--- config.mk ---
export PLATFORM = sky130hd
export DESIGN_NAME = decodificador_pt2272_param
export DESIGN_NICKNAME = d
export VERILOG_FILES = /design/src/rtl/decodificador_pkg.sv /design/src/rtl/sincronizador_borda.sv /design/src/rtl/decodificador_pt2272_param.sv
export SDC_FILE = /design/constraint.sdc
export NUM_CORES = 1
export LEC_CHECK = 0
export CAP_MARGIN = 20
export CORE_MARGIN = 2
export CORE_UTILIZATION = 46
export DETAILED_ROUTE_END_ITERATION = 16
export PLACE_DENSITY = 0.6
export SYNTH_ARGS = -nofsm -noshare
export SYNTH_HDL_FRONTEND = slang
export SYNTH_HIERARCHICAL = 1
export SYNTH_SLANG_ARGS = --single-unit
--- constraint.sdc ---
create_clock -name clk -period 3.45 [get_ports clk]
set_input_delay 0.5175 -clock clk [delete_from_list [all_inputs] [get_ports clk]]
set_output_delay 0.5175 -clock clk [all_outputs]
set_load 0.03 [all_outputs]
--- src/rtl/decodificador_pkg.sv ---
// -----------------------------------------------------------------------------
// decodificador_pkg
// Shared types and constants for the parametrised PT2272 decoder.
//   state_t   : frame-recovery FSM states
//   width_t   : classification of a measured pulse width
//   SHORT_*/LONG_*/SYNC_MIN/SAT : window bounds in units of the oscillator
//               period alpha (multiply by ALPHA to get clk cycles)
//   classify(): maps a width in clk cycles onto width_t
// -----------------------------------------------------------------------------
package decodificador_pkg;

    typedef enum logic [1:0] {
        S_HUNT  = 2'd0,
        S_HI    = 2'd1,
        S_LO    = 2'd2,
        S_CHECK = 2'd3
    } state_t;

    typedef enum logic [1:0] {
        W_SHORT = 2'd0,
        W_LONG  = 2'd1,
        W_BAD   = 2'd2
    } width_t;

    localparam int unsigned SHORT_MIN = 2;
    localparam int unsigned SHORT_MAX = 6;
    localparam int unsigned LONG_MIN  = 9;
    localparam int unsigned LONG_MAX  = 15;
    localparam int unsigned SYNC_MIN  = 64;
    localparam int unsigned SAT       = 128;

    function automatic width_t classify(input int unsigned w, input int unsigned alpha);
        if (w >= SHORT_MIN * alpha && w <= SHORT_MAX * alpha) return W_SHORT;
        if (w >= LONG_MIN * alpha && w <= LONG_MAX * alpha)   return W_LONG;
        return W_BAD;
    endfunction

endpackage

--- src/rtl/sincronizador_borda.sv ---
// -----------------------------------------------------------------------------
// sincronizador_borda
// Two-flop synchroniser for an asynchronous input, followed by an edge-detect
// register. rise/fall are registered one-cycle pulses aligned with level.
//   clk   in  system clock
//   rst_n in  asynchronous active-low reset
//   din   in  asynchronous serial input
//   level out synchronised level (same cycle alignment as rise/fall)
//   rise  out one-cycle pulse on a 0->1 transition
//   fall  out one-cycle pulse on a 1->0 transition
// -----------------------------------------------------------------------------
module sincronizador_borda (
    input  logic clk,
    input  logic rst_n,
    input  logic din,
    output logic level,
    output logic rise,
    output logic fall
);

    logic sync1, sync2;

    always_ff @(posedge clk or negedge rst_n) begin
        if (!rst_n) begin
            sync1 <= 1'b0;
            sync2 <= 1'b0;
            level <= 1'b0;
            rise  <= 1'b0;
            fall  <= 1'b0;
        end else begin
            // NOTE: non-blocking assignments make every flop sample its
            // pre-edge input; blocking ones would collapse the chain into wires.
            sync1 <= din;
            sync2 <= sync1;
            level <= sync2;
            rise  <= sync2 & ~level;
            fall  <= ~sync2 & level;
        end
    end

endmodule

--- src/rtl/decodificador_pt2272_param.sv ---
// -----------------------------------------------------------------------------
// decodificador_pt2272_param
// Receive-side decoder for PT2262-style serial frames. Measures high/low
// widths on cod_i, recovers ADDR_W+DATA_W bit frames (sync, address MSB
// first, data MSB first) and presents the data once REPEAT consecutive
// identical address-matched frames have been seen. dv is held for HOLD_CYC
// cycles after the latest acceptance.
//   clk       in  system clock
//   reset     in  asynchronous active-low reset
//   A         in  local address, compared only at frame check
//   cod_i     in  serial code input, asynchronous to clk
//   D         out received data
//   dv        out data valid
//   frame_err out one-cycle pulse on a malformed symbol
// Compile-time option PT2272_LATCH_EN: when defined D keeps its last accepted
// value after dv falls (L-type); otherwise D clears together with dv (M-type).
// -----------------------------------------------------------------------------
module decodificador_pt2272_param
    import decodificador_pkg::*;
#(
    parameter int ADDR_W   = 8,
    parameter int DATA_W   = 4,
    parameter int ALPHA    = 4,
    parameter int REPEAT   = 2,
    parameter int HOLD_CYC = 4096
) (
    input  logic              clk,
    input  logic              reset,
    input  logic [ADDR_W-1:0] A,
    input  logic              cod_i,
    output logic [DATA_W-1:0] D,
    output logic              dv,
    output logic              frame_err
);

    localparam int N  = ADDR_W + DATA_W;
    localparam int CW = $clog2(SAT * ALPHA + 1);
    localparam int BW = $clog2(N + 1);
    localparam int HW = $clog2(HOLD_CYC + 1);
    localparam int MW = 3;

    localparam logic [CW-1:0] CNT_SAT  = CW'(SAT * ALPHA);
    localparam logic [CW-1:0] CNT_SYNC = CW'(SYNC_MIN * ALPHA);
    localparam logic [CW-1:0] CNT_MAX  = CW'(LONG_MAX * ALPHA);
    localparam logic [BW-1:0] LAST_BIT = BW'(N - 1);
    localparam logic [MW-1:0] REP      = MW'(REPEAT);
    localparam logic [HW-1:0] HOLD_END = HW'(HOLD_CYC - 1);

    logic level, rise, fall;

    state_t            state, state_n;
    logic [CW-1:0]     cnt, cnt_n, cnt_inc, hi_w, hi_w_n;
    logic [N-1:0]      shreg, shreg_n, prev_word, prev_word_n;
    logic [BW-1:0]     bit_cnt, bit_cnt_n;
    logic [MW-1:0]     match, match_n;
    logic [HW-1:0]     hold, hold_n;
    logic [DATA_W-1:0] d_n;
    logic              dv_n, err_n, accept;
    width_t            hi_cls, lo_cls;

    sincronizador_borda u_sync (
        .clk   (clk),
        .rst_n (reset),
        .din   (cod_i),
        .level (level),
        .rise  (rise),
        .fall  (fall)
    );

    always_ff @(posedge clk or negedge reset) begin
        if (!reset) state <= S_HUNT;
        else        state <= state_n;
    end

    always_comb begin
        // NOTE: every variable gets a default before the case so no path
        // leaves one unassigned, which would otherwise infer a latch.
        state_n     = state;
        cnt_n       = cnt;
        hi_w_n      = hi_w;
        shreg_n     = shreg;
        bit_cnt_n   = bit_cnt;
        match_n     = match;
        prev_word_n = prev_word;
        hold_n      = hold;
        d_n         = D;
        dv_n        = dv;
        err_n       = 1'b0;
        accept      = 1'b0;
        cnt_inc     = (cnt == CNT_SAT) ? cnt : cnt + CW'(1);
        hi_cls      = classify(int'(hi_w), ALPHA);
        lo_cls      = classify(int'(cnt), ALPHA);

        case (state)
            S_HUNT: begin
                // Idle low counts as sync low, so the first frame of a burst
                // needs no leading sync pulse.
                if (rise) begin
                    if (cnt >= CNT_SYNC) begin
                        state_n   = S_HI;
                        bit_cnt_n = '0;
                        cnt_n     = CW'(1);
                    end else begin
                        cnt_n = '0;
                    end
                end else if (level) begin
                    cnt_n = '0;
                end else begin
                    cnt_n = cnt_inc;
                end
            end
            S_HI: begin
                if (fall) begin
                    cnt_n = CW'(1);
                    if (cnt > CNT_MAX) begin
                        err_n   = 1'b1;
                        state_n = S_HUNT;
                    end else begin
                        hi_w_n  = cnt;
                        state_n = S_LO;
                    end
                end else begin
                    cnt_n = cnt_inc;
                end
            end
            S_LO: begin
                if (rise) begin
                    if ((hi_cls == W_SHORT && lo_cls == W_LONG) ||
                        (hi_cls == W_LONG && lo_cls == W_SHORT)) begin
                        shreg_n   = {shreg[N-2:0], hi_cls == W_LONG};
                        bit_cnt_n = bit_cnt + BW'(1);
                        cnt_n     = CW'(1);
                        state_n   = (bit_cnt == LAST_BIT) ? S_CHECK : S_HI;
                    end else begin
                        err_n   = 1'b1;
                        cnt_n   = '0;
                        state_n = S_HUNT;
                    end
                end else if (cnt > CNT_MAX) begin
                    // Keep counting the low phase: a premature sync still
                    // reaches the sync threshold in S_HUNT.
                    err_n   = 1'b1;
                    cnt_n   = cnt_inc;
                    state_n = S_HUNT;
                end else begin
                    cnt_n = cnt_inc;
                end
            end
            S_CHECK: begin
                state_n = S_HUNT;
                cnt_n   = '0;
                if (shreg[N-1:DATA_W] != A) begin
                    match_n = '0;
                end else if (shreg == prev_word) begin
                    match_n = (match == REP) ? match : match + MW'(1);
                end else begin
                    match_n     = MW'(1);
                    prev_word_n = shreg;
                end
                accept = (shreg[N-1:DATA_W] == A) && (match_n == REP);
            end
            default: state_n = S_HUNT;
        endcase

        // A fresh acceptance outranks the hold timeout in the same cycle.
        if (accept) begin
            d_n    = shreg[DATA_W-1:0];
            dv_n   = 1'b1;
            hold_n = '0;
        end else if (dv && hold == HOLD_END) begin
            dv_n    = 1'b0;
            match_n = '0;
            hold_n  = '0;
`ifndef PT2272_LATCH_EN
            d_n     = '0;
`endif
        end else if (dv) begin
            hold_n = hold + HW'(1);
        end
    end

    always_ff @(posedge clk or negedge reset) begin
        if (!reset) begin
            cnt       <= '0;
            hi_w      <= '0;
            shreg     <= '0;
            bit_cnt   <= '0;
            match     <= '0;
            prev_word <= '0;
            hold      <= '0;
            D         <= '0;
            dv        <= 1'b0;
            frame_err <= 1'b0;
        end else begin
            cnt       <= cnt_n;
            hi_w      <= hi_w_n;
            shreg     <= shreg_n;
            bit_cnt   <= bit_cnt_n;
            match     <= match_n;
            prev_word <= prev_word_n;
            hold      <= hold_n;
            D         <= d_n;
            dv        <= dv_n;
            frame_err <= err_n;
        end
    end

endmodule

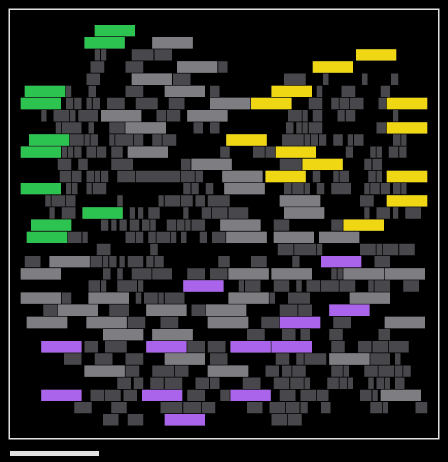
Figure 1: run 1, where the registers sit.
Bar = 20 um.
green -> cnt  # placed flops 10
purple -> prev_word  # placed flops 12
yellow -> hold  # placed flops 13

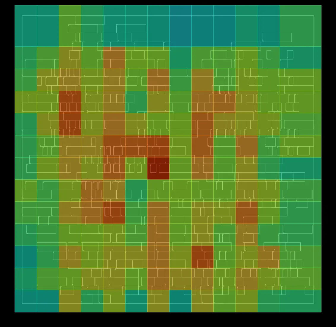
Figure 2: run 1, routing congestion.
global routing met3 resource utilization: 0.0305
met2 layer usage reported by global route: 0.273
wire length per cell: 14.8 um
Overall Global Routing Usage: 0.180
met1 Use GR: 0.251

==> summary.txt, run 1 <==
Run status = completed
Number of global-route vias before repair = 2,670
Routed Antenna Nets = 0
Number of logged tool warnings = 32
Clk pwr = 0.671 mW
Pwr per Cell Area = 378 nW/um^2
Achievable clock frequency = 359 MHz
CTS clock-pin slew for the worst setup and hold paths = 0.08 ns
Total internal power = 1.26 mW
Worst clock skew = 0.0112 ns
Simple-Gate Fraction of Synth Area = 0.163
Share of the synthesized area in the top cell type = 0.498
Post-route fraction of the period consumed by the critical path = 0.808
Most common library cell in the layout ignoring fill and taps = dfrtp_1
Layout non-clock buf frac = 0.0417
Critical path class = flip-flop to flip-flop
Sum of internal, switching and leakage power = 1.63 mW
Minimum period implied by the final worst setup slack = 2.79 ns
Post-Place Cell Area = 4120 sq um
Proportion of cell area occupied by multi-input gates = 0.422
Fraction of final layout cells with drive strength greater than 1 = 0.115
Critical path data required time = 3.72 ns
Nature of the critical path endpoint = flip-flop
List of most frequent post-synthesis cells = dfrtp_1 (77), nor2_1 (28), nand2_1 (27), xnor2_1 (27), mux2_2 (18)
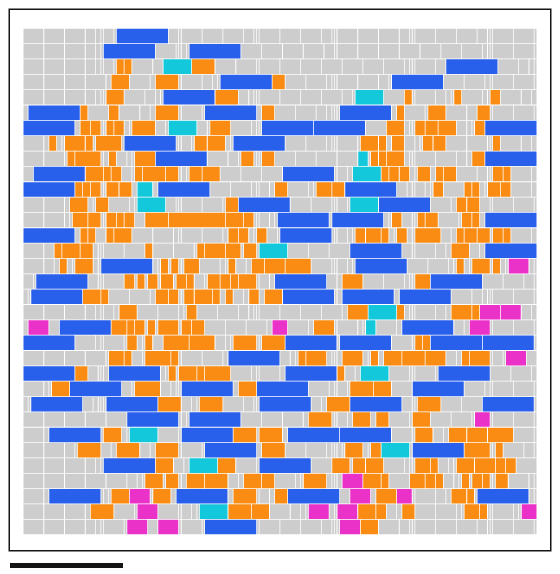
Figure 3: run 1, cells colored by class.
Bar = 20 um. Fill, decap, tap and diode cells in gray.
orange -> remaining logic cells  # cells 271
cyan -> clock drivers and dummy loads  # cells 16
blue -> registers  # cells 77
magenta -> remaining buffers and delay cells  # cells 19
number of core rows: 33
flip-flop and latch share of the layout cell area: 0.446
Core ar.: 8180 sq um
post-route core utilization: 0.528
cell area after layout: 4320 sq um

Figure 4. Routed metal, one color a layer (run 1).
Bar = 20 um. Two of the layers only.
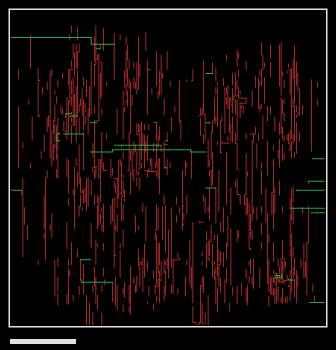

==> run 2, diff against run 1 <==
Settings changed: PLACE_DENSITY 0.6 to 0.63.
Clock period 3.45 ns to 2.35 ns, I/O delays scaled along.
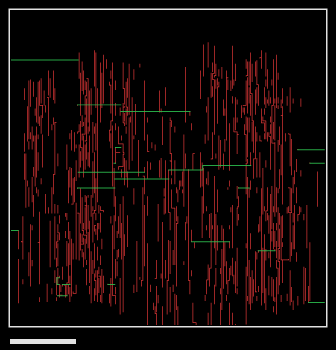
Figure 5: run 2, routed metal, one color a layer.
Bar = 20 um. Two of the layers only.
red -> M2  # wire length 3,850 um
green -> M3  # wire length 180 um

==> summary.txt, run 2 <==
Post-route core utilization = 0.561
Post-Place Cell Area = 4300 sq um
Pwr per Cell Area = 588 nW/um^2
Post-synthesis share of cell area spent on and-or and or-and gates = 0.0925
Total internal power = 2.16 mW
Post-Syn Area = 3870 sq um
Core ar. = 8180 sq um
Fraction of final layout cells with drive strength greater than 1 = 0.161
Achievable clock frequency = 431 MHz
Category of the worst setup path launch point = flip-flop
Distinct cell type count after synthesis = 54
List of most frequent post-synthesis cells = dfrtp_1 (77), nor2_1 (28), nand2_1 (27), xnor2_1 (27), mux2_2 (18)
Minimum period implied by the final worst setup slack = 2.32 ns
Met2 layer usage reported by global route = 0.320
Number of logged tool warnings = 34
Overall die area = 9160 sq um
Run status = completed
Sum of internal, switching and leakage power = 2.70 mW
Nature of the critical path endpoint = flip-flop
Routed vias = 2,734
Critical path class = flip-flop to flip-flop
Routed Antenna Nets = 0
CTS clock-pin slew for the worst setup and hold paths = 0.08 ns
Proportion of cell area occupied by multi-input gates = 0.400
Layout non-clock buf frac = 0.0814
Post-route fraction of the period consumed by the critical path = 0.987
Met1 Use GR = 0.232
Number of global-route vias before repair = 2,858
Overall Global Routing Usage = 0.188
Crit path buffers/inverters = 0
Sequential power share = 0.496
Most common library cell in the layout ignoring fill and taps = dfrtp_1
Cell area after layout = 4580 sq um
Global routing met3 resource utilization = 0.0493
Flip-flop count of the largest register after layout = 13
Critical path data required time = 2.58 ns
Number of core rows = 33
Worst clock skew = 0.0130 ns
Power figures rest on the tool's default switching activity, not on a simulated workload.
